**config.mk**
```make
export PLATFORM = sky130hd
export DESIGN_NAME = rr_arbiter8
export DESIGN_NICKNAME = d
export VERILOG_FILES = /design/src/rtl/rr_arbiter8_pkg.sv /design/src/rtl/rr_arbiter8_decoder3to8.sv /design/src/rtl/rr_arbiter8.sv
export SDC_FILE = /design/constraint.sdc
export NUM_CORES = 1
export LEC_CHECK = 0
export ABC_CLOCK_PERIOD_IN_PS = 5720
export CAP_MARGIN = 20
export CORE_ASPECT_RATIO = 1.5
export CORE_MARGIN = 5
export CORE_UTILIZATION = 58
export DETAILED_ROUTE_END_ITERATION = 8
export PLACE_DENSITY_LB_ADDON = 0.1
export SLEW_MARGIN = 20
export SYNTH_ARGS = -nofsm -noshare
export SYNTH_HDL_FRONTEND = slang
export SYNTH_HIERARCHICAL = 1
export SYNTH_SLANG_ARGS = --single-unit
```
**constraint.sdc**
```tcl
create_clock -name clk -period 5.72 [get_ports clk]
set_input_delay 0.572 -clock clk [delete_from_list [all_inputs] [get_ports clk]]
set_output_delay 0.572 -clock clk [all_outputs]
set_load 0.01 [all_outputs]
```
**src/rtl/rr_arbiter8_pkg.sv**
```systemverilog
// rr_arbiter8_pkg: shared constants and state encoding for the 8-way
// round-robin arbiter.
package rr_arbiter8_pkg;

  localparam int NUM_REQ      = 8;
  localparam int IDX_W        = 3;
  localparam int MAX_HOLD_DEF = 16;

  typedef enum logic {
    ST_IDLE = 1'b0,
    ST_BUSY = 1'b1
  } state_t;

endpackage

```
**src/rtl/rr_arbiter8_decoder3to8.sv**
```systemverilog
// decoder3to8: binary 3-bit select to one-hot 8-bit vector.
//   sel : binary index
//   dout: one-hot output, bit sel set
module decoder3to8 (
  input  logic [2:0] sel,
  output logic [7:0] dout
);

  always_comb begin
    dout      = 8'h00;
    dout[sel] = 1'b1;
  end

endmodule

```
**src/rtl/rr_arbiter8.sv**
```systemverilog
// rr_arbiter8: round-robin arbiter sharing one resource among 8 requesters.
// A grant is held until the owner releases it (explicit pulse or by
// dropping its request); one dead cycle separates consecutive grants.
//
// Ports:
//   clk         : rising-edge clock
//   rst_n       : asynchronous active-low reset
//   req[7:0]    : request vector, bit i = requester i
//   rel         : single-cycle release pulse from the current owner
//   grant[7:0]  : one-hot grant, zero when no owner
//   grant_idx   : binary index of the current/last owner
//   grant_valid : high while a grant is active
//   timeout     : one-cycle pulse on forced revocation
//
// Optional build macro HOLD_TIMEOUT_EN: adds a hold counter that revokes
// a grant after MAX_HOLD cycles. Without it timeout is tied 0.
module rr_arbiter8
  import rr_arbiter8_pkg::*;
#(
  parameter int MAX_HOLD = MAX_HOLD_DEF,
  parameter int CNT_W    = 8
) (
  input  logic               clk,
  input  logic               rst_n,
  input  logic [NUM_REQ-1:0] req,
  input  logic               rel,
  output logic [NUM_REQ-1:0] grant,
  output logic [IDX_W-1:0]   grant_idx,
  output logic               grant_valid,
  output logic               timeout
);

  state_t             state, state_n;
  logic [IDX_W-1:0]   ptr, ptr_n, idx_n;
  logic               vld_n, tmo_n;
  logic               owner_rel, hold_expired;
  logic [NUM_REQ-1:0] dec_out;

  // First set bit searching ptr, ptr+1, ... (mod 8).
  function automatic logic [IDX_W-1:0] rr_pick(input logic [NUM_REQ-1:0] r,
                                               input logic [IDX_W-1:0]   p);
    logic [IDX_W-1:0] c;
    logic             found;
    rr_pick = p;
    found   = 1'b0;
    for (int i = 0; i < NUM_REQ; i++) begin
      c = p + IDX_W'(i);
      if (!found && r[c]) begin
        rr_pick = c;
        found   = 1'b1;
      end
    end
  endfunction

`ifdef HOLD_TIMEOUT_EN
  logic [CNT_W-1:0] hold_cnt;

  // Held at 0 while idle so it reads 0 on the first BUSY cycle.
  always_ff @(posedge clk or negedge rst_n) begin
    if (!rst_n)                hold_cnt <= '0;
    else if (state == ST_IDLE) hold_cnt <= '0;
    else                       hold_cnt <= hold_cnt + 1'b1;
  end

  assign hold_expired = (state == ST_BUSY) && (hold_cnt == CNT_W'(MAX_HOLD - 1));
`else
  assign hold_expired = 1'b0;
`endif

  // A dropped owner request counts as a release.
  assign owner_rel = rel || !req[grant_idx];

  always_comb begin
    state_n = state;
    idx_n   = grant_idx;
    vld_n   = grant_valid;
    ptr_n   = ptr;
    tmo_n   = 1'b0;
    case (state)
      ST_IDLE: begin
        if (|req) begin
          state_n = ST_BUSY;
          idx_n   = rr_pick(req, ptr);
          vld_n   = 1'b1;
        end
      end
      ST_BUSY: begin
        if (owner_rel || hold_expired) begin
          state_n = ST_IDLE;
          vld_n   = 1'b0;
          ptr_n   = grant_idx + 3'd1;
          // Release on the same edge wins: no timeout pulse.
          tmo_n   = !owner_rel;
        end
      end
      default: state_n = ST_IDLE;
    endcase
  end

  // Decode the next index so grant is registered alongside grant_idx.
  decoder3to8 u_dec (
    .sel  (idx_n),
    .dout (dec_out)
  );

  logic tmo_q;

  always_ff @(posedge clk or negedge rst_n) begin
    if (!rst_n) begin
      state       <= ST_IDLE;
      ptr         <= '0;
      grant_idx   <= '0;
      grant_valid <= 1'b0;
      grant       <= '0;
      tmo_q       <= 1'b0;
    end else begin
      state       <= state_n;
      ptr         <= ptr_n;
      grant_idx   <= idx_n;
      grant_valid <= vld_n;
      grant       <= vld_n ? dec_out : '0;
      tmo_q       <= tmo_n;
    end
  end

`ifdef HOLD_TIMEOUT_EN
  assign timeout = tmo_q;
`else
  assign timeout = 1'b0;
`endif

endmodule

```
Figure 1. Routed clock nets over the placement (run 1).
(8 px per um)
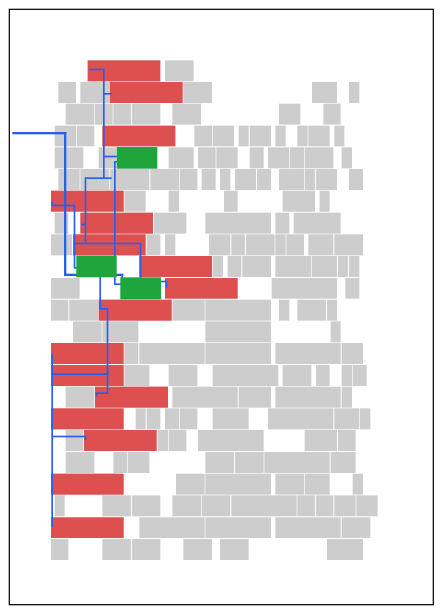
legend:
  red:
    item: flip-flops
    count: 16
  blue:
    item: clock wires
    length: 176 um
  green:
    item: cells driving clock nets
    count: 3
routed clock nets: 4

Figure 2. Metal layers overlaid (run 1).
(8 px per um) Only two layers are drawn.
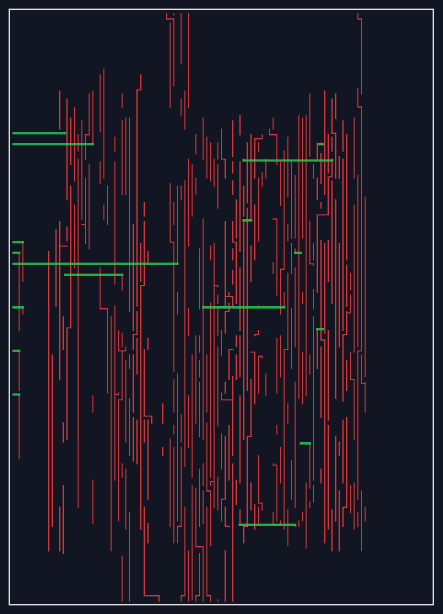
legend:
  red:
    layer: met2
    wire_length: 2350 um
  green:
    layer: met3
    wire_length: 80.0 um

==> changes_impl.md, run 1 <==
### Metrics

* Largest regs: grant x8, grant_idx x3, ptr x3
* Status: finished, final reports clean
* Antenna violations before repair at 0
* Syn_area_per_cell at 10.6 um2
* Final Util at 70.7%
* Slowest CP cell: dfrtp_1
* Hold slack at 534 ps
* Highest Signal Layer: met4
* R2r startpoint: ptr[1]
* First-pass GRT wire length at 6780 um
* Seq area share at 21.4%
* WS Path Type: flip-flop to flip-flop
* Ys flops at 16
* Log Warnings at 27
* Yosys cell count at 150
* Gr usage total at 23.7%
* Max H-tree Level at 1
* Placed Cells incl. Taps at 202
* Stages on worst setup path at 11
* HPWL after DPL at 3160 um
* Non-clock buffer share at 12.2%
* Skew-Pair Late Insertion Delay at 240 ps
* Hold path cells at 1
Figure 3. Placement density heat map (run 1).
(4 px per um) The die is cut into 5 by 7 equal tiles; white is low, dark blue is high, 0 to 100% covered.
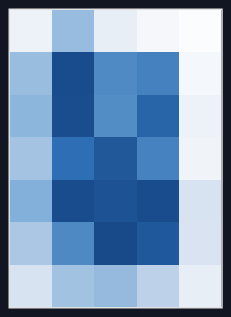
emptiest ninth of the die: upper right
fullest tile: 89%
densest ninth of the die: center
tiles over 75% full: 26%
mean over tiles: 47%

Figure 4. Floorplan with the power grid (run 1).
(6 px per um) Pins as bars on the die edge.
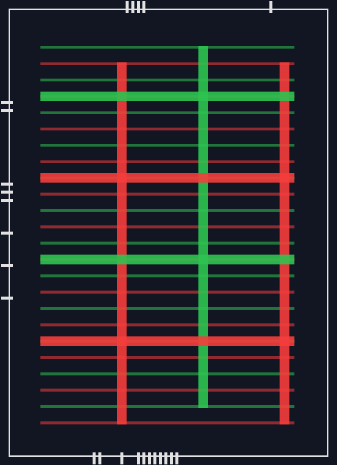
legend:
  red:
    net: VSS
  green:
    net: VDD
met1 rails: 24
signal pins: 24
met5 straps: 4
rows: 23
met4 straps: 3

==> run 1 -> run 2 <==
--- a/config.mk
+++ b/config.mk
@@ -5,11 +5,11 @@
 export SDC_FILE = /design/constraint.sdc
 export NUM_CORES = 1
 export LEC_CHECK = 0
-export ABC_CLOCK_PERIOD_IN_PS = 5720
+export ABC_CLOCK_PERIOD_IN_PS = 3500
 export CAP_MARGIN = 20
 export CORE_ASPECT_RATIO = 1.5
 export CORE_MARGIN = 5
-export CORE_UTILIZATION = 58
+export CORE_UTILIZATION = 49
 export DETAILED_ROUTE_END_ITERATION = 8
 export PLACE_DENSITY_LB_ADDON = 0.1
 export SLEW_MARGIN = 20
==> constraint.sdc (replaced) <==
create_clock -name clk -period 3.5 [get_ports clk]
set_input_delay 0.35 -clock clk [delete_from_list [all_inputs] [get_ports clk]]
set_output_delay 0.35 -clock clk [all_outputs]
set_load 0.01 [all_outputs]
Figure 5. Metal layers overlaid (run 2).
(8 px per um) Only two layers are drawn.
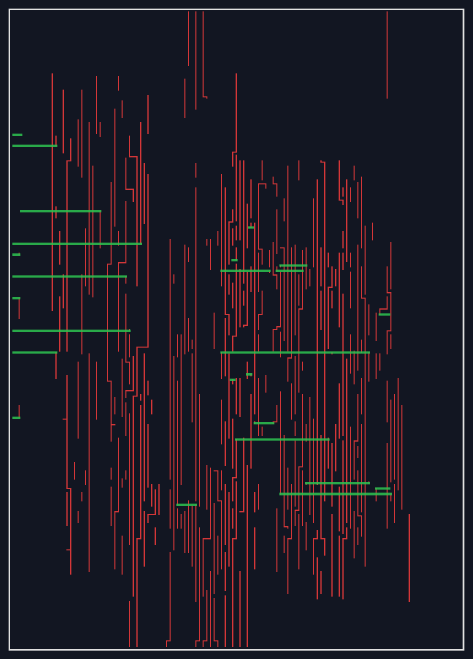
legend:
  green:
    layer: met3
    wire_length: 140 um
  red:
    layer: met2
    wire_length: 2170 um

==> changes_impl.md, run 2 <==
### Metrics

* Slowest CP cell: mux4_2
* Max H-tree Level at 1
* Stages on worst setup path at 13
* Status: finished, final reports clean
* Seq area share at 20.5%
* WS Path Type: flip-flop to flip-flop
* Final Util at 61.8%
* First-pass GRT wire length at 6490 um
* HPWL after DPL at 3040 um
* Hold slack at 516 ps
* Complex Gates by Area at 11.8%
* Largest regs: grant x8, grant_idx x3, ptr x3
* Gr usage total at 18.2%
* R2r startpoint: ptr[1]
* Post-route cell area at 1950 um2
* Yosys cell count at 150
* Antenna violations before repair at 0
* Ys flops at 16
* Syn_area_per_cell at 10.6 um2
* Highest Signal Layer: met4
* Placed Cells incl. Taps at 216
Figure 6. Routed clock nets over the placement (run 2).
(8 px per um)
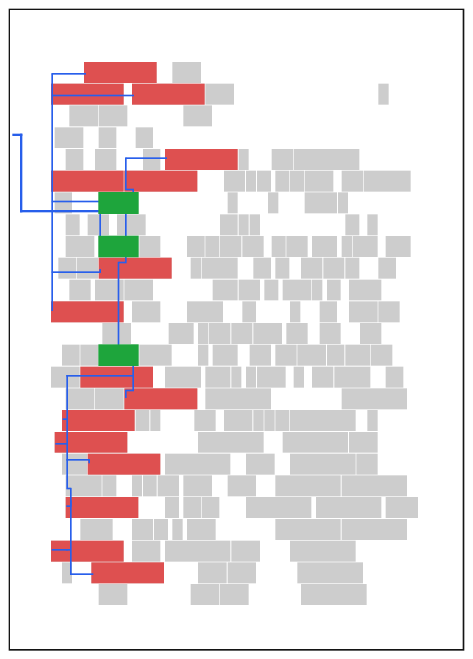
legend:
  red:
    item: flip-flops
    count: 16
  green:
    item: cells driving clock nets
    count: 3
  blue:
    item: clock wires
    length: 175 um
routed clock nets: 4

==> run 2 -> run 3 <==
--- a/config.mk
+++ b/config.mk
@@ -5,7 +5,6 @@
 export SDC_FILE = /design/constraint.sdc
 export NUM_CORES = 1
 export LEC_CHECK = 0
-export ABC_CLOCK_PERIOD_IN_PS = 3500
 export CAP_MARGIN = 20
 export CORE_ASPECT_RATIO = 1.5
 export CORE_MARGIN = 5
Figure 7. Metal layers overlaid (run 3).
(8 px per um) Only two layers are drawn.
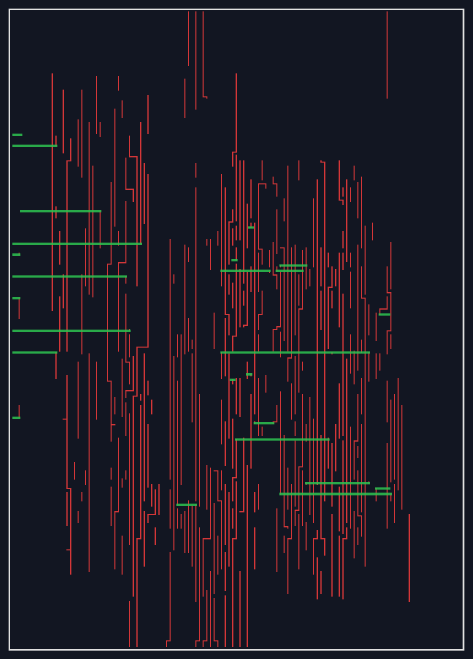
legend:
  green:
    layer: met3
    wire_length: 140 um
  red:
    layer: met2
    wire_length: 2170 um

Figure 8. Routed clock nets over the placement (run 3).
(8 px per um)
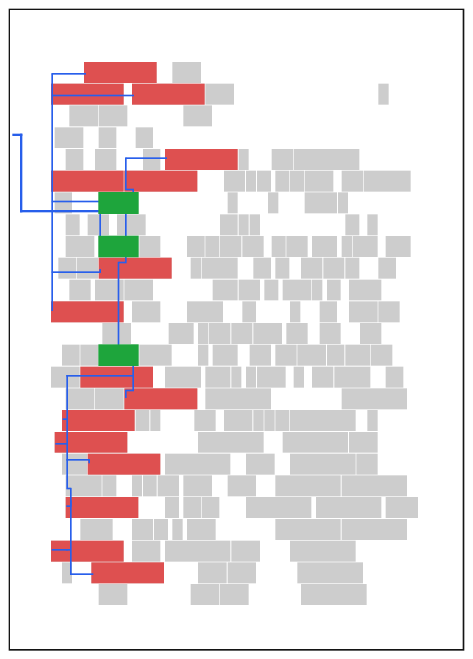
legend:
  blue:
    item: clock wires
    length: 175 um
  green:
    item: cells driving clock nets
    count: 3
  red:
    item: flip-flops
    count: 16
routed clock nets: 4

==> changes_impl.md, run 3 <==
### Metrics

* CP Cell Sequence: inv_1, ha_1, mux4_2, mux2_2, nor2_1, nand2_1, buf_4, o211ai_1, nand2_1, a31oi_1, buf_4, and3b_2, nor2b_1
* Global route overflow at 0
* Fmax at 304 MHz
* Sum Neg Setup Slack at 0 ps
* Slowest stage delay, CP at 580 ps
* Ys flops at 16
* First-pass GRT wire length at 6490 um
* Complex Gates by Area at 11.8%
* Non-clock buffer share at 15.9%
* Largest regs: grant x8, grant_idx x3, ptr x3
* Final Util at 61.8%
* Multiplexer share at 32.7%
* Post-route cell area at 1950 um2
* WS Path Type: flip-flop to flip-flop
* Initial DRC Count at 37
* Met2 Usage GRT at 33.3%
* Status: finished, final reports clean
* Highest Signal Layer: met4
* Max H-tree Level at 1
* Placed Cells incl. Taps at 216
* Clk buf depth at 2
* R2r startpoint: ptr[1]
* Number of global-route vias before repair at 1360
* Post-CTS resize count at 0
* CP top delay family: multiplexers
* HPWL after DPL at 3040 um
* Routability congestion estimate at 0.911
* Gr usage total at 18.2%
* CP Capture Type: flip-flop
* Hold slack at 516 ps
* Adder Area Share at 2.35%
* Stages on worst setup path at 13
* Slowest CP cell: mux4_2
* Log Warnings at 27
* Skew-Pair Late Insertion Delay at 240 ps
* Syn_area_per_cell at 10.6 um2
* # IOs at 24
* Antenna violations before repair at 0
* Yosys cell count at 150
* Main area contributors after synthesis: dfrtp_1, mux4_2, nor2b_1
* Slew headroom at 52.8%
* Seq area share at 20.5%
